[src/rtl/syrup_mem_port_arbiter_pkg.sv]
// Shared definitions for syrup_mem_port_arbiter: FSM state encoding and a
// width helper used to size pointers, owner ids and the lock counter.
package syrup_mem_port_arbiter_pkg;

  typedef enum logic [1:0] {
    ARB_IDLE   = 2'd0,
    ARB_GRANT  = 2'd1,
    ARB_LOCKED = 2'd2
  } arb_state_e;

  // Ceiling log2, never below 1 so that index vectors always have a bit.
  function automatic int clog2(input int value);
    int r;
    int v;
    r = 0;
    v = value - 1;
    while (v > 0) begin
      r++;
      v = v >> 1;
    end
    return (r < 1) ? 1 : r;
  endfunction

endpackage

[src/rtl/syrup_mem_port_arbiter_rr_pick.sv]
// syrup_rr_pick: combinational round-robin pick. Searches req & mask upward
// from ptr, wrapping at N-1, and returns a one-hot grant plus its index.
module syrup_rr_pick #(
  parameter int N = 4,
  parameter int W = 2
) (
  input  logic [N-1:0] req,
  input  logic [W-1:0] ptr,
  input  logic [N-1:0] mask,
  output logic [N-1:0] gnt,
  output logic [W-1:0] gnt_idx
);

  logic         found;
  logic [W-1:0] idx;

  // First eligible requester at or after ptr wins.
  always_comb begin
    // NOTE: every output gets a default before the loop, so no path leaves a
    // value unassigned and no latch is inferred.
    gnt     = '0;
    gnt_idx = '0;
    found   = 1'b0;
    idx     = '0;
    for (int off = 0; off < N; off++) begin
      idx = W'((int'(ptr) + off) % N);
      if (!found && req[idx] && mask[idx]) begin
        found    = 1'b1;
        gnt[idx] = 1'b1;
        gnt_idx  = idx;
      end
    end
  end

endmodule

[src/rtl/syrup_mem_port_arbiter.sv]
// syrup_mem_port_arbiter: shares one SyrupMemory1P port among NUM_PORTS
// requesters. Round-robin with optional burst lock, registered command issue
// and a READ_LATENCY-deep owner pipe that steers read data back.
// Optional feature macro: SYRUP_ARB_STATS_EN (per-port saturating grant counters).
module syrup_mem_port_arbiter
  import syrup_mem_port_arbiter_pkg::*;
#(
  parameter int NUM_PORTS    = 4,
  parameter int W_A          = 16,
  parameter int W_D          = 32,
  parameter int READ_LATENCY = 1,
  parameter int MAX_LOCK     = 8
) (
  input  logic                           CLK,
  input  logic                           RST,
  input  logic [NUM_PORTS-1:0]           REQ_VALID,
  output logic [NUM_PORTS-1:0]           REQ_READY,
  input  logic [NUM_PORTS-1:0]           REQ_WE,
  input  logic [NUM_PORTS-1:0]           REQ_LOCK,
  input  logic [NUM_PORTS*W_A-1:0]       REQ_ADDR,
  input  logic [NUM_PORTS*W_D-1:0]       REQ_D,
  input  logic [NUM_PORTS*(W_D/8)-1:0]   REQ_BE,
  output logic [NUM_PORTS-1:0]           RSP_VALID,
  output logic [W_D-1:0]                 RSP_Q,
  output logic [W_A-1:0]                 MEM_ADDR,
  output logic [W_D-1:0]                 MEM_D,
  output logic                           MEM_WE,
  output logic                           MEM_RE,
  output logic [W_D/8-1:0]               MEM_BE,
  input  logic [W_D-1:0]                 MEM_Q
`ifdef SYRUP_ARB_STATS_EN
  ,
  input  logic [clog2(NUM_PORTS)-1:0]    STAT_SEL,
  output logic [31:0]                    STAT_CNT
`endif
);

  localparam int PTR_W  = clog2(NUM_PORTS);
  localparam int LOCK_W = clog2(MAX_LOCK + 1);
  localparam int W_B    = W_D / 8;

  arb_state_e            state_q, state_d;
  logic [PTR_W-1:0]      ptr_q, ptr_d;
  logic [PTR_W-1:0]      lock_owner_q, lock_owner_d;
  logic [LOCK_W-1:0]     lock_cnt_q, lock_cnt_d;
  logic [W_A-1:0]        mem_addr_q, mem_addr_d;
  logic [W_D-1:0]        mem_d_q, mem_d_d;
  logic [W_B-1:0]        mem_be_q, mem_be_d;
  logic                  mem_we_q, mem_we_d;
  logic                  mem_re_q, mem_re_d;
  logic [PTR_W-1:0]      cmd_owner_q, cmd_owner_d;
  logic                  pipe_vld_q [READ_LATENCY];
  logic                  pipe_vld_d [READ_LATENCY];
  logic [PTR_W-1:0]      pipe_idx_q [READ_LATENCY];
  logic [PTR_W-1:0]      pipe_idx_d [READ_LATENCY];

  logic [W_A-1:0]        req_addr_a [NUM_PORTS];
  logic [W_D-1:0]        req_d_a    [NUM_PORTS];
  logic [W_B-1:0]        req_be_a   [NUM_PORTS];
  logic [NUM_PORTS-1:0]  lock_mask, pick_mask, pick_gnt;
  logic [PTR_W-1:0]      pick_idx;
  logic                  grant;

  for (genvar i = 0; i < NUM_PORTS; i++) begin : g_unpack
    assign req_addr_a[i] = REQ_ADDR[i*W_A +: W_A];
    assign req_d_a[i]    = REQ_D[i*W_D +: W_D];
    assign req_be_a[i]   = REQ_BE[i*W_B +: W_B];
  end

  // While locked only the owner is eligible; otherwise every port is.
  always_comb begin
    lock_mask               = '0;
    lock_mask[lock_owner_q] = 1'b1;
    pick_mask               = (state_q == ARB_LOCKED) ? lock_mask : '1;
  end

  syrup_rr_pick #(
    .N (NUM_PORTS),
    .W (PTR_W)
  ) u_pick (
    .req     (REQ_VALID),
    .ptr     (ptr_q),
    .mask    (pick_mask),
    .gnt     (pick_gnt),
    .gnt_idx (pick_idx)
  );

  // No accept is offered while reset is held.
  assign REQ_READY = RST ? pick_gnt : '0;
  assign grant     = |REQ_READY;

  // Arbitration FSM, pointer, lock counter and the command register inputs.
  always_comb begin
    state_d      = state_q;
    ptr_d        = ptr_q;
    lock_owner_d = lock_owner_q;
    lock_cnt_d   = lock_cnt_q;
    mem_addr_d   = mem_addr_q;
    mem_d_d      = mem_d_q;
    mem_be_d     = mem_be_q;
    mem_we_d     = 1'b0;
    mem_re_d     = 1'b0;
    cmd_owner_d  = cmd_owner_q;

    if (grant) begin
      ptr_d       = (pick_idx == PTR_W'(NUM_PORTS - 1)) ? '0 : pick_idx + 1'b1;
      mem_addr_d  = req_addr_a[pick_idx];
      mem_d_d     = req_d_a[pick_idx];
      mem_be_d    = req_be_a[pick_idx];
      mem_we_d    = REQ_WE[pick_idx];
      mem_re_d    = ~REQ_WE[pick_idx];
      cmd_owner_d = pick_idx;
    end

    case (state_q)
      ARB_IDLE, ARB_GRANT: begin
        if (grant && REQ_LOCK[pick_idx] && (MAX_LOCK > 1)) begin
          state_d      = ARB_LOCKED;
          lock_owner_d = pick_idx;
          lock_cnt_d   = LOCK_W'(1);
        end else if (|REQ_VALID) begin
          state_d = ARB_GRANT;
        end else begin
          state_d = ARB_IDLE;
        end
      end
      ARB_LOCKED: begin
        if (!grant) begin
          state_d    = ARB_GRANT;
          lock_cnt_d = '0;
        end else if (!REQ_LOCK[lock_owner_q] || lock_cnt_q == LOCK_W'(MAX_LOCK - 1)) begin
          state_d    = ARB_GRANT;
          lock_cnt_d = '0;
        end else begin
          lock_cnt_d = lock_cnt_q + 1'b1;
        end
      end
      default: begin
        state_d    = ARB_IDLE;
        lock_cnt_d = '0;
      end
    endcase
  end

  // Owner pipe: one stage per cycle of memory read latency.
  always_comb begin
    pipe_vld_d[0] = mem_re_q;
    pipe_idx_d[0] = cmd_owner_q;
    for (int k = 1; k < READ_LATENCY; k++) begin
      pipe_vld_d[k] = pipe_vld_q[k-1];
      pipe_idx_d[k] = pipe_idx_q[k-1];
    end
  end

  // Steer returning data to the requester that issued the read.
  always_comb begin
    RSP_VALID = '0;
    if (RST && pipe_vld_q[READ_LATENCY-1]) begin
      RSP_VALID[pipe_idx_q[READ_LATENCY-1]] = 1'b1;
    end
  end

  assign RSP_Q    = MEM_Q;
  assign MEM_ADDR = mem_addr_q;
  assign MEM_D    = mem_d_q;
  assign MEM_BE   = mem_be_q;
  assign MEM_WE   = mem_we_q;
  assign MEM_RE   = mem_re_q;

  // State and command registers with synchronous active-low reset.
  always_ff @(posedge CLK) begin
    // NOTE: registers use non-blocking assignment so every flop samples the
    // pre-edge value of its neighbours, independent of statement order.
    if (!RST) begin
      state_q      <= ARB_IDLE;
      ptr_q        <= '0;
      lock_owner_q <= '0;
      lock_cnt_q   <= '0;
      mem_addr_q   <= '0;
      mem_d_q      <= '0;
      mem_be_q     <= '0;
      mem_we_q     <= 1'b0;
      mem_re_q     <= 1'b0;
      cmd_owner_q  <= '0;
      // NOTE: the owner pipe is reset element by element, because its valid
      // bits decide whether stale in-flight reads get reported after reset.
      for (int k = 0; k < READ_LATENCY; k++) begin
        pipe_vld_q[k] <= 1'b0;
        pipe_idx_q[k] <= '0;
      end
    end else begin
      state_q      <= state_d;
      ptr_q        <= ptr_d;
      lock_owner_q <= lock_owner_d;
      lock_cnt_q   <= lock_cnt_d;
      mem_addr_q   <= mem_addr_d;
      mem_d_q      <= mem_d_d;
      mem_be_q     <= mem_be_d;
      mem_we_q     <= mem_we_d;
      mem_re_q     <= mem_re_d;
      cmd_owner_q  <= cmd_owner_d;
      for (int k = 0; k < READ_LATENCY; k++) begin
        pipe_vld_q[k] <= pipe_vld_d[k];
        pipe_idx_q[k] <= pipe_idx_d[k];
      end
    end
  end

`ifdef SYRUP_ARB_STATS_EN
  logic [31:0] stat_cnt_q [NUM_PORTS];
  logic [31:0] stat_cnt_d [NUM_PORTS];
  logic [31:0] stat_out_q, stat_out_d;

  // Saturating per-port grant counters and the registered read-out mux.
  always_comb begin
    for (int i = 0; i < NUM_PORTS; i++) begin
      stat_cnt_d[i] = stat_cnt_q[i];
    end
    if (grant && stat_cnt_q[pick_idx] != '1) begin
      stat_cnt_d[pick_idx] = stat_cnt_q[pick_idx] + 32'd1;
    end
    stat_out_d = stat_cnt_q[STAT_SEL];
  end

  // Counter storage, cleared by reset.
  always_ff @(posedge CLK) begin
    if (!RST) begin
      for (int i = 0; i < NUM_PORTS; i++) begin
        stat_cnt_q[i] <= '0;
      end
      stat_out_q <= '0;
    end else begin
      for (int i = 0; i < NUM_PORTS; i++) begin
        stat_cnt_q[i] <= stat_cnt_d[i];
      end
      stat_out_q <= stat_out_d;
    end
  end

  assign STAT_CNT = stat_out_q;
`endif

endmodule
[config.mk]
export PLATFORM = sky130hd
export DESIGN_NAME = syrup_mem_port_arbiter
export DESIGN_NICKNAME = d
export VERILOG_FILES = /design/src/rtl/syrup_mem_port_arbiter_pkg.sv /design/src/rtl/syrup_mem_port_arbiter_rr_pick.sv /design/src/rtl/syrup_mem_port_arbiter.sv
export SDC_FILE = /design/constraint.sdc
export NUM_CORES = 1
export LEC_CHECK = 0
export ABC_CLOCK_PERIOD_IN_PS = 3000
export CORE_AREA = 2 2 133 135
export DETAILED_ROUTE_END_ITERATION = 8
export DIE_AREA = 0 0 135 137
export PLACE_DENSITY = 0.7
export SLEW_MARGIN = 25
export SYNTH_ARGS = -nofsm -noshare
export SYNTH_HDL_FRONTEND = slang
export SYNTH_SLANG_ARGS = --single-unit
[constraint.sdc]
create_clock -name CLK -period 3 [get_ports CLK]
set_input_delay 0.3 -clock CLK [delete_from_list [all_inputs] [get_ports CLK]]
set_output_delay 0.3 -clock CLK [all_outputs]
set_load 0.02 [all_outputs]
Fig. 1: run 1, M1 wires
Drawn at 4 px/µm. Supply wires on this layer in grey.
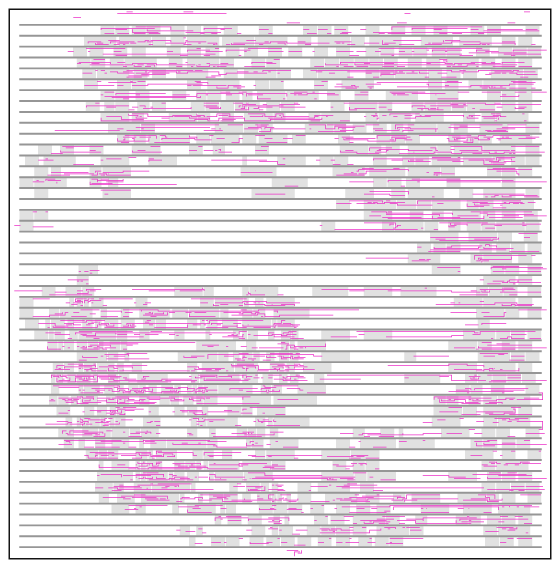
nets with wire on the layer: 839
main direction: horizontal
Routed WL: 19030 µm
grt met1 use: 0.2124
vias post-DR: 4844

Fig. 2: run 1, metal layers overlaid
Drawn at 3 px/µm. Only two layers are drawn.
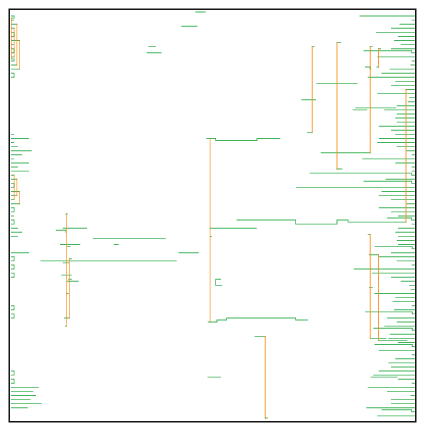
| colour | layer | wire length |
|---|---|---|
| orange | met4 | 429 µm |
| green | met3 | 1370 µm |
Avg WL per Cell: 20.18 µm
total global-route track usage: 0.1865

Fig. 3: run 1, met4 routing
Drawn at 3 px/µm. Supply wires on this layer in grey.
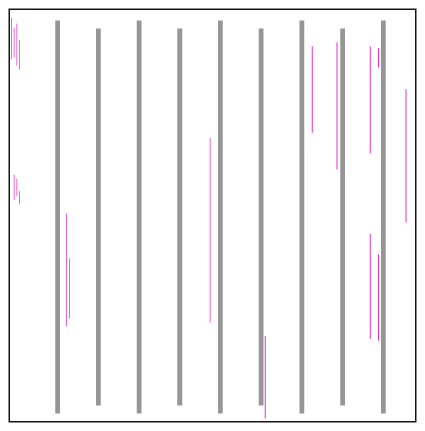
main direction: vertical
longest straight run: 61.2 µm

Fig. 4: run 1, routing congestion map
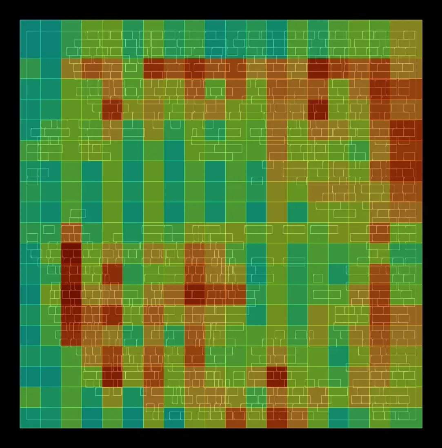
met3 Usage GRT: 0.04704
busiest grt layer: met2

==> flow_summary.toml, run 1 <==
# synthesis and place-and-route metrics
[run_status]
outcome = "completed"

[pwr]
pwr-share-clk = 0.118
combPwrFrac = 0.730
p_sw_frac = 0.3934
pwr_density_cell_nw_per_um2 = 1128
p_int_mw = 5.847
p_sw_mw = 3.791
p_seq_frac = 0.152
p_leak_nw = 3.269
total_power_mw = 9.639
ir_worst_vdd_v = 0.0005116

[placement]
place_hpwl_um = 14840
pre_cts_ws_ns = -0.1913
routabilityCongestion = 0.8115
port_buffers = 283
placed_area_um2 = 7988

[worst_setup_path]
crit_fanout = 7
crit_required_ns = 3.26
r2r_setup_slack_ns = 0.02
cpPeakStageDelay_ns = 0.51
cp-start-kind = "register"
worstPathCellList = "inv_2 > ha_4 > or4b_4 > o2111ai_4 > o31ai_4 > o31ai_2 > a221oi_4 > buf_4 > a41oi_4 > nor4b_4 > mux2i_1"
cp.arrival_ns = 3.23
end_kind = "register"
crit_type = "register to register"
slowest_stage = "or4b_4"

[routing]
drtAntennaViolNets = 0
top_layer_used = "met4"
drt-vias-per-instance = 5.137
routed-wl-met3_um = 1365
drt_iter0_drc = 296
drtPass1Iterations = 4
route.met2.wl_um = 10100
drcViolationCount = 0

[final_layout]
final_layout_top_logic_cell = "clkdlybuf4s50_1"
fillers = 1504
design_area_um2 = 8542
final_nets = 976
area_growth_pct = 78.58
antenna_cells = 0
seqCellArea_um2 = 1385
drive_above_1_share = 0.2437
combGateArea_um2 = 3049

[sta]
worst_slack_ns = 0.02288
rsz0062_at_grt = "yes"
max_freq_mhz = 335.9
whs_ns = 0.4700
fin_crit_ns = 2.977
skew_ns = 0.01036
setup-tns-final_ns = 0
worst_pin_slew_ns = 0.4458
setup-violations-final = 0
hold_viol_final = 0
relSlewSlack = 0.7028
finalMaxSlewViolations = 0
final.period_utilization = 0.9924

[global_routing]
grt_pass1_wl_um = 26710
overflow = 0
grt_max_degree = 39
antenna_found_initial = 0
grt_pass1_vias = 4865

[clock_network]
clk_path_buf_depth = 2
htree_levels = 3
tritoncts = "built"
clock_latency_ns = 0.33
cts.sinks = 69
clockRootBuffer = "clkbuf_16"

[worst_hold_path]
hold_class = "register to register"

[floorplan]
coreArea_um2 = 17060
die-width_um = 135
fp_util = 0.2804
rows = 48
io-pin-count = 348
dieHeight_um = 137

[synth]
synthDistinctLibCells = 57
enable_flop_cells = 0
ys.flops = 69
ys_chip_area_um2 = 4783
postSynthSeqShare = 0.2888
syn_inst = 415
synth_warnings = 0
ys.flop_type = "dfxtp_1"
ys_async_sr_fraction = 0
synth.avg_cell_area_um2 = 11.53
postSynthNetCount = 678
synth_area_um2 = 4783
yosys-stat-cells = 415

[run]
drv_cap = 0
warning_count = 35
[run 1: worst max-delay path, delay by kind of cell (launching register included)]
kind | cells | cell delay (ns)
flip-flops | 1 | 0.34
adder cells (fa/ha/maj) | 1 | 0.26
AND/OR/NAND/NOR | 2 | 0.84
multiplexers | 1 | 0.22
buffers and inverters | 2 | 0.22
AND-OR/OR-AND | 5 | 1.03
[run 1: final timing paths]
path	endpoint	start	depth (start not counted)
worst min-delay path	pipe_idx_q[0][0]	cmd_owner_q[0]	1
worst max-delay path	lock_owner_q[0]	ptr_q[0]	11
worst max register to register	lock_owner_q[0]	ptr_q[0]	11
worst min register to register	pipe_idx_q[0][0]	cmd_owner_q[0]	1
[run 1: metrics by stage]
step | utilization | std cells
3_3_place_gp | 0.4683 | 918
4_1_cts | 0.4922 | 936
6_report | 0.5008 | 943
2_1_floorplan | - | 415
5_1_grt | 0.5008 | 943
3_5_place_dp | 0.4683 | 918
[run 1: registers in the layout (all words and copies together), names as in the netlist]
register / count
MEM_ADDR: 16
MEM_BE: 4
MEM_D: 32
MEM_RE: 1
MEM_WE: 1
cmd_owner_q: 2
lock_cnt_q: 4
lock_owner_q: 2
pipe_idx_q: 2
pipe_vld_q: 1
ptr_q: 2
state_q: 2
[run 1: synth_stat cells (5+ instances only)]
cell      count  area [µm²]
nor3_1        7       35.03
a22o_1       53       464.2
o211ai_1      5       37.54
mux4_2       53        1194
buf_4        36       270.3
mux2i_1      11       110.1
and2_1        6       37.54
inv_1         9       33.78
ha_1          9       112.6
buf_6        11       123.9
nand3_1       9       45.04
clkbuf_1      7       26.28
nand2b_1      5       31.28
nor2_1       18       67.56
o21ai_1       6       30.03
dfxtp_1      69        1381
a21oi_1       5       25.02
buf_2        11       55.05
nand2_1      19       71.32
[run 1: what timing repair did]
item / CTS / global route
hold buffers: 0 / 0
setup endpoints to repair: 65 / 66
gates cloned: 0 / 2
pin swaps: 4 / 9
hold endpoints to repair: 0 / 0
resized: 20 / 21
buffers inserted: 2 / 5
[run 1: routing by layer]
layer | vias up | GRT usage
li1 | 2222 | -
met1 | 2384 | 0.2124
met2 | 199 | 0.3412
met3 | 39 | 0.04704
met4 | 0 | 0.06076
met5 | - | 0
[run 1: area by class of cell]
| class | count | area share |
|---|---|---|
| Timing Repair Buffer | 352 | 0.4059 |
| Clock inverter | 3 | 0.008056 |
| Sequential cell | 69 | 0.1622 |
| Tap cell | 225 | 0.03296 |
| Inverter | 10 | 0.004687 |
| Clock buffer | 13 | 0.02930 |
| Multi-Input combinational cell | 271 | 0.3570 |
[run 1: power groups by stage]
stage	Clock (mW)	Combinational, mW	Sequential [mW]
6_report	1.14	7.04	1.46
5_1_grt	1.21	7.48	1.50
4_1_cts	1.16	6.75	1.46
3_5_place_dp	0	6.56	1.47
3_3_place_gp	0	6.46	1.46
2_1_floorplan	0	4.03	1.74
[run 1: cell families after synthesis]
logic type / count (synthesis) / share of synthesized area
multiplexers: 64 / 0.2726
AND-OR/OR-AND: 114 / 0.2148
XOR/XNOR: 1 / 0.001831
buffers and inverters: 75 / 0.1072
flip-flops: 69 / 0.2888
AND/OR/NAND/NOR: 83 / 0.09129
adder cells (fa/ha/maj): 9 / 0.02354
## Run 2: what changed since run 1
--- a/config.mk
+++ b/config.mk
@@ -5,7 +5,6 @@
 export SDC_FILE = /design/constraint.sdc
 export NUM_CORES = 1
 export LEC_CHECK = 0
-export ABC_CLOCK_PERIOD_IN_PS = 3000
 export CORE_AREA = 2 2 133 135
 export DETAILED_ROUTE_END_ITERATION = 8
 export DIE_AREA = 0 0 135 137
Fig. 5: run 2, metal layers overlaid
Drawn at 3 px/µm. Only two layers are drawn.
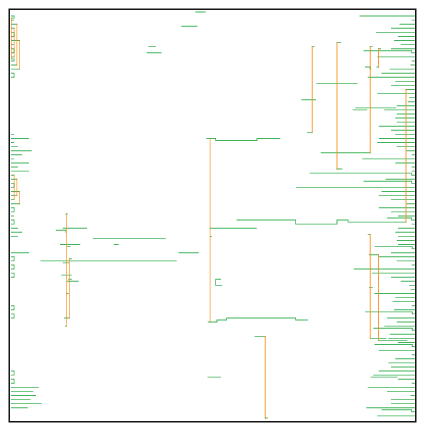
| colour | layer | wire length |
|---|---|---|
| orange | met4 | 429 µm |
| green | met3 | 1370 µm |

Fig. 6: run 2, met4 routing
Drawn at 3 px/µm. Supply wires on this layer in grey.
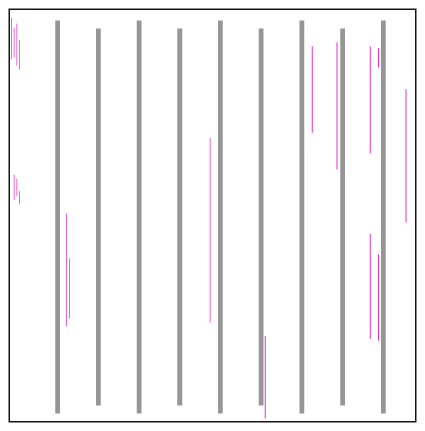
nets with wire on the layer: 18
share of all routed wire: 2.3%
main direction: vertical

Fig. 7: run 2, register map, names as in the netlist
Drawn at 3 px/µm.
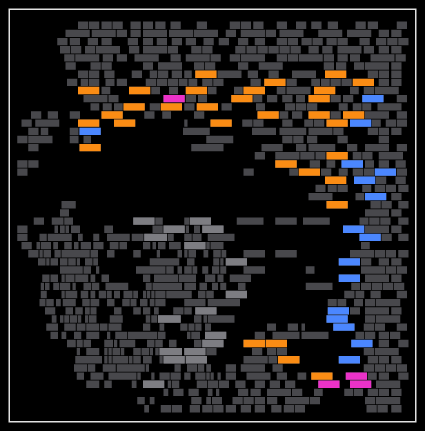
| colour | signal | sequential cells |
|---|---|---|
| blue | MEM_ADDR | 16 |
| orange | MEM_D | 32 |
| magenta | MEM_BE | 4 |

==> run 2 against run 1 <==
Sequential power hardly changed. Cell area did not move. Global-route usage unchanged. Core utilization did not move. Synthesized cell count is the same. Worst hold slack is the same. Sequential share of layout area stayed put. Power did not move. Synthesized area unchanged. Maximum frequency did not move. Count of clock-buffer cells in the layout is the same. Flip-flop count is the same. Largest power group unchanged.
==> flow_summary.toml, run 2 <==
# synthesis and place-and-route metrics
[routing]
drtPass1Iterations = 4
route.met2.wl_um = 10100
drt-vias-per-instance = 5.137
wl_met1_um = 7131
wl_per_cell_um = 20.18
routed_wl_um = 19030
drt_iter0_drc = 296
top_layer_used = "met4"
num_vias = 4844
drtAntennaViolNets = 0
drcViolationCount = 0
routed-wl-met3_um = 1365

[worst_setup_path]
cp.arrival_ns = 3.23
crit_type = "register to register"
crit_fanout = 7
r2r_setup_slack_ns = 0.02
crit_required_ns = 3.26
cp-start-kind = "register"
end_kind = "register"

[global_routing]
overflow = 0
grt_max_degree = 39
antenna_found_initial = 0
grt_pass1_wl_um = 26710
grt_pass1_vias = 4865
track_usage = 0.1865

[final_layout]
antenna_cells = 0
final_nets = 976
area_growth_pct = 78.58
utilization = 0.5008
drive_above_1_share = 0.2437
final_layout_top_logic_cell = "clkdlybuf4s50_1"
largest_register_ffs = 32
final_cell_mix = "clkdlybuf4s50_1, dfxtp_1, buf_4"
fin_cells = 943

[floorplan]
die-width_um = 135
dieHeight_um = 137
fp_util = 0.2804
io-pin-count = 348
coreArea_um2 = 17060
rows = 48
dieArea_um2 = 18500

[synth]
top_cell = "dfxtp_1"
synth_warnings = 0
enable_flop_cells = 0
postSynthNetCount = 678
ys_async_sr_fraction = 0
postSynthSeqShare = 0.2888
netlist.area_leader.share = 0.2888
top_area_cell = "dfxtp_1"
syn_inst = 415
synth.avg_cell_area_um2 = 11.53
ys.flop_type = "dfxtp_1"
netlist_top_cells_count = "dfxtp_1, a22o_1, mux4_2"
ys.flops = 69
top_cells_by_area = "dfxtp_1, mux4_2, a22o_1, buf_4, buf_6"
synthDistinctLibCells = 57
yosys-stat-cells = 415
ys_chip_area_um2 = 4783
synth_area_um2 = 4783

[clock_network]
clockRootBuffer = "clkbuf_16"
htree_levels = 3
cts.sinks = 69
path_clk_slew_ns = 0.06
clk_path_buf_depth = 2
cts_buffers = 9
tritoncts = "built"
clock_latency_ns = 0.33
cts_hold_buf = 0

[sta]
finalMaxSlewViolations = 0
fin_crit_ns = 2.977
worst_pin_slew_ns = 0.4458
skew_ns = 0.01036
hold_viol_final = 0
setup-tns-final_ns = 0
rsz0062_at_grt = "yes"
final.period_utilization = 0.9924
setup-violations-final = 0
max_freq_mhz = 335.9
whs_ns = 0.4700
relSlewSlack = 0.7028

[pwr]
ir_worst_vdd_v = 0.0005116
pwr-share-clk = 0.118
p_sw_frac = 0.3934
p_int_mw = 5.847
combPwrFrac = 0.730
p_leak_nw = 3.269
p_sw_mw = 3.791
p_seq_frac = 0.152
total_power_mw = 9.639
pwr_density_cell_nw_per_um2 = 1128

[placement]
place_hpwl_um = 14840
port_buffers = 283
routabilityCongestion = 0.8115
dp.cells = 918

[worst_hold_path]
hold_class = "register to register"

[run]
drv_cap = 0
warning_count = 35

[run_status]
outcome = "completed"
## run 2: cell counts in the layout (fill, tap and decap cells not counted)
No cell type changed its count.
## run 2: kinds of logic (layout without fill, tap and decap cells)
kind of cell / Yosys count / in the layout / synth area share
AND-OR/OR-AND: 114 / 114 / 0.2148
XOR/XNOR: 1 / 1 / 0.001831
adder cells (fa/ha/maj): 9 / 9 / 0.02354
buffers and inverters: 75 / 378 / 0.1072
flip-flops: 69 / 69 / 0.2888
multiplexers: 64 / 64 / 0.2726
AND/OR/NAND/NOR: 83 / 83 / 0.09129
## run 2: cell type report
| type | instances | area, µm² |
|---|---|---|
| sequential | 69 | 1385 |
| multi-input combinational | 271 | 3049 |
| inverter | 10 | 40.04 |
| clock inverter | 3 | 68.82 |
| fill | 1504 | 8514 |
| tap | 225 | 281.5 |
| timing repair buffer | 352 | 3467 |
| clock buffer | 13 | 250.2 |
## run 2: power by group through the flow
stage | clock [mW] | combinational, mW | sequential (mW)
after floorplan | 0 | 4.03 | 1.74
after global placement | 0 | 6.46 | 1.46
after detailed placement | 0 | 6.56 | 1.47
after CTS | 1.16 | 6.75 | 1.46
after global routing | 1.21 | 7.48 | 1.50
final | 1.14 | 7.04 | 1.46
## run 2: worst paths after layout
| kind | start | end | depth (start not counted) |
|---|---|---|---|
| hold reg to reg | cmd_owner_q[0] | pipe_idx_q[0][0] | 1 |
| setup reg to reg | ptr_q[0] | lock_owner_q[0] | 11 |
| setup / recovery | ptr_q[0] | lock_owner_q[0] | 11 |
| hold / removal | cmd_owner_q[0] | pipe_idx_q[0][0] | 1 |
## run 2: what timing repair did
| item | CTS | global route |
|---|---|---|
| pin swaps | 4 | 9 |
| setup buffers | 2 | 5 |
| setup endpoints to repair | 65 | 66 |
| gates cloned | 0 | 2 |
| gates resized | 20 | 21 |
## run 2: critical path, stage by stage (launching register included)
cell       delay [ns]
dfxtp_2          0.34
inv_2            0.06
ha_4             0.26
or4b_4           0.51
o2111ai_4        0.12
o31ai_4          0.16
o31ai_2          0.35
a221oi_4         0.07
buf_4            0.16
a41oi_4          0.33
nor4b_4          0.33
mux2i_1          0.22
## run 2: routing by layer
| layer | vias up | track usage |
|---|---|---|
| met5 | - | 0 |
| met4 | 0 | 0.06076 |
| met3 | 39 | 0.04704 |
| met2 | 199 | 0.3412 |
| met1 | 2384 | 0.2124 |
| li1 | 2222 | - |
## run 2: stage by stage
step | area [µm²] | setup slack (ns)
2_1_floorplan | 4800 | 0.06464
3_5_place_dp | 7988 | -0.1913
4_1_cts | 8394 | -0.009666
6_report | 8542 | 0.02288
5_1_grt | 8542 | -0.1212
3_3_place_gp | 7988 | -0.1218
Fig. 8: run 2, routing congestion map
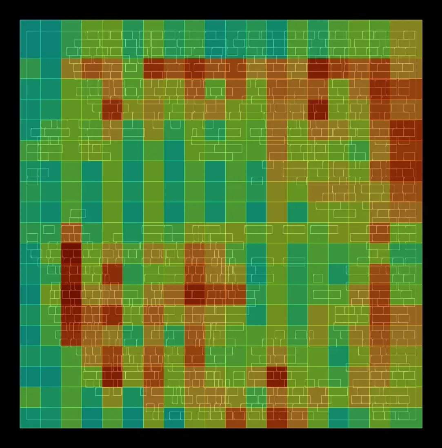

## Run 3: what changed since run 2
--- a/config.mk
+++ b/config.mk
@@ -5,10 +5,10 @@
 export SDC_FILE = /design/constraint.sdc
 export NUM_CORES = 1
 export LEC_CHECK = 0
-export CORE_AREA = 2 2 133 135
+export CORE_ASPECT_RATIO = 0.5
+export CORE_UTILIZATION = 32
 export DETAILED_ROUTE_END_ITERATION = 8
-export DIE_AREA = 0 0 135 137
-export PLACE_DENSITY = 0.7
+export PLACE_DENSITY = 0.79
 export SLEW_MARGIN = 25
 export SYNTH_ARGS = -nofsm -noshare
 export SYNTH_HDL_FRONTEND = slang
Fig. 9: run 3, routing congestion map
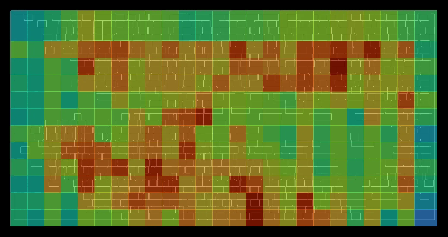
total global-route track usage: 0.2206
Avg WL per Cell: 21.08 µm
met3 Usage GRT: 0.04467

Fig. 10: run 3, register map, names as in the netlist
Drawn at 4 px/µm.
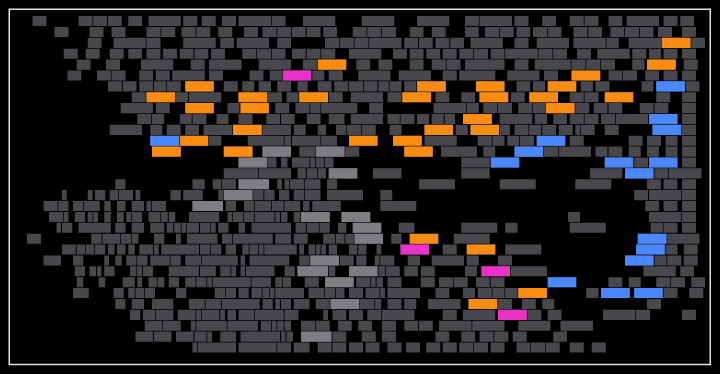
| colour | signal | sequential cells |
|---|---|---|
| magenta | MEM_BE | 4 |
| orange | MEM_D | 32 |
| blue | MEM_ADDR | 16 |

Fig. 11: run 3, M1 wires
Drawn at 4 px/µm. Supply wires on this layer in grey.
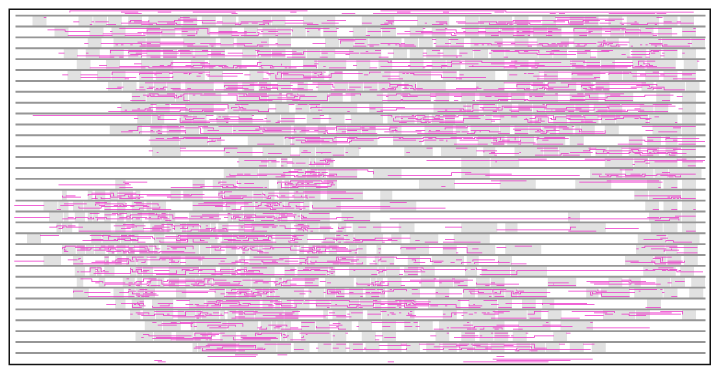
share of all routed wire: 44%
longest straight run: 67.6 µm

==> run 3 against run 2 <==
The run now ends with setup timing left. Worst hold slack got worse by 0.013 ns. Via count rose by 1.3%. Combinational power rose by 9.8%. Critical path depth rose by 2. Synthesized cell count did not move. Highest routed layer unchanged.
==> flow_summary.toml, run 3 <==
# synthesis and place-and-route metrics
[synth]
ys_async_sr_fraction = 0
postSynthSeqShare = 0.2888
ys.flop_type = "dfxtp_1"
yosys-stat-cells = 415
top_cells_by_area = "dfxtp_1, mux4_2, a22o_1, buf_4, buf_6"
netlist_top_cells_count = "dfxtp_1, a22o_1, mux4_2"
ys_chip_area_um2 = 4783
synthDistinctLibCells = 57
top_cell = "dfxtp_1"
enable_flop_cells = 0
synth_area_um2 = 4783
synth.avg_cell_area_um2 = 11.53
ys.flops = 69
top_area_cell = "dfxtp_1"
postSynthNetCount = 678
syn_inst = 415
netlist.area_leader.share = 0.2888
synth_warnings = 0

[pwr]
pwr_density_cell_nw_per_um2 = 1169
ir_worst_vdd_v = 0.0006152
p_leak_nw = 3.357

[routing]
routed_wl_um = 19520
num_vias = 4907
drt_iter0_drc = 264
drt-vias-per-instance = 5.299
drtAntennaViolNets = 0
drtPass1Iterations = 5
drcViolationCount = 0

[worst_hold_path]
hold_class = "register to register"
min_from = "cmd_owner_q[0]"
hold_end = "pipe_idx_q[0][0]"
hold_depth = 1

[worst_setup_path]
cp-start-kind = "register"
crit_type = "register to register"
crit_fanout = 7
cp.arrival_ns = 3.29
rr_startpoint = "ptr_q[1]"
r2r_cells = 13
end_kind = "register"
crit_required_ns = 3.22
r2r_end = "lock_owner_q[1]"
r2r_setup_slack_ns = -0.07

[floorplan]
io-pin-count = 348
dieArea_um2 = 15470
rows = 31
dieHeight_um = 88.45
fp_util = 0.3289
die-width_um = 174.9
coreArea_um2 = 14550

[clock_network]
cts_buffers = 9
clk_path_buf_depth = 2
path_clk_slew_ns = 0.06
clockRootBuffer = "clkbuf_16"
clock_latency_ns = 0.33
tritoncts = "built"
htree_levels = 3
cts.sinks = 69
cts_hold_buf = 0

[sta]
worst_pin_slew_ns = 0.5539
setup-violations-final = 40
rsz0062_at_grt = "yes"
finalMaxSlewViolations = 0
fin_crit_ns = 3.070
setup-tns-final_ns = -0.6139
skew_ns = 0.009210
worst_slack_ns = -0.06968
relSlewSlack = 0.6249
hold_viol_final = 0
max_freq_mhz = 325.8
final.period_utilization = 1.023

[final_layout]
drive_above_1_share = 0.2572
final_nets = 985
final_cell_mix = "clkdlybuf4s50_1, dfxtp_1, a22o_1, mux4_2, buf_4"
area_growth_pct = 83.05
largest_register_ffs = 32
fin_cells = 926
final_layout_top_logic_cell = "clkdlybuf4s50_1"
design_area_um2 = 8756

[run_status]
violations = "setup timing"
outcome = "finished, violations left"

[run]
drv_cap = 0
warning_count = 35

[global_routing]
antenna_found_initial = 1
grt_max_degree = 60
grt_pass1_wl_um = 26140
grt_pass1_vias = 4664
overflow = 0

[placement]
dp.cells = 890
placed_area_um2 = 7959
place_hpwl_um = 14420
routabilityCongestion = 0.9118
port_buffers = 283
-- run 3: netlist changes by cell type in the layout (fill, tap and decap cells not counted), sizes merged --
cell | before | now
buf | 68 | 73
bufinv | 2 | 0
clkbuf | 18 | 19
clkdlybuf4s50 | 279 | 278
clkinv | 2 | 3
clkinvlp | 0 | 3
diode | 0 | 1
dlymetal6s2s | 0 | 1
inv | 9 | 10
-- run 3: kinds of logic after synthesis --
family | Yosys count | share of synthesized area
flip-flops | 69 | 0.2888
XOR/XNOR | 1 | 0.001831
AND/OR/NAND/NOR | 83 | 0.09129
adder cells (fa/ha/maj) | 9 | 0.02354
AND-OR/OR-AND | 114 | 0.2148
multiplexers | 64 | 0.2726
buffers and inverters | 75 | 0.1072
-- run 3: what timing repair did --
| action | 4_1_cts | 5_1_grt |
|---|---|---|
| cloned | 1 | 6 |
| setup buffers | 4 | 8 |
| resized | 23 | 41 |
| pin swaps | 1 | 15 |
| setup endpoints to repair | 69 | 67 |
-- run 3: where the power goes --
part	total (mW)	internal, mW	switching, mW
clock	0.992	0.566	0.427
combinational	7.73	4.33	3.41
sequential	1.51	1.27	0.234
-- run 3: cell type report --
class	instances	area [µm²]
tap	198	247.7
clock buffer	10	229.0
sequential	69	1386
clock inverter	6	48.80
inverter	10	37.54
multi-input combinational	271	3098
antenna	1	2.502
timing repair buffer	361	3706
fill	1160	5789
-- run 3: critical path, stage by stage, from the launching register on --
cell       delay, ns
dfxtp_2         0.36
inv_2           0.06
ha_4            0.27
or4b_4          0.54
o2111ai_4       0.12
o31ai_4         0.14
buf_6           0.15
o21a_4          0.13
a21o_1          0.22
a2111oi_4       0.45
buf_4           0.19
nor4b_4         0.04
buf_4           0.13
o21a_1          0.15
-- run 3: stage by stage --
stage	setup slack, ns	hold WS (ns)	utilization	power [mW]
2_1_floorplan	0.06464	0.4204	-	5.772
3_3_place_gp	-0.2062	0.4388	0.5472	7.795
3_5_place_dp	-0.2745	0.4334	0.5472	7.913
4_1_cts	-0.02797	0.4579	0.5749	9.260
5_1_grt	-0.1590	0.4875	0.6018	10.76
6_report	-0.06968	0.4569	0.6020	10.23
-- run 3: worst max path at each step --
stage / start / endpoint / slack [ns] / depth (start not counted)
2_1_floorplan: ptr_q[0] / MEM_ADDR[0] / 0.06 / 11
3_3_place_gp: REQ_VALID[0] / MEM_D[7] / -0.21 / 10
3_5_place_dp: REQ_VALID[0] / MEM_BE[2] / -0.27 / 10
4_1_cts: ptr_q[0] / MEM_D[7] / -0.03 / 12
5_1_grt: ptr_q[0] / lock_owner_q[1] / -0.16 / 13
6_report: ptr_q[1] / lock_owner_q[1] / -0.07 / 13
-- run 3: per-layer routing --
metal  global-route usage  vias up  part of all wire
met3              0.04467       36             0.063
li1                     -     2249                 -
met5                    0        -                 0
met1               0.3097     2437              0.44
met2               0.3474      185              0.48
met4              0.06008        0             0.013
Power is estimated from default activity; no workload was simulated.
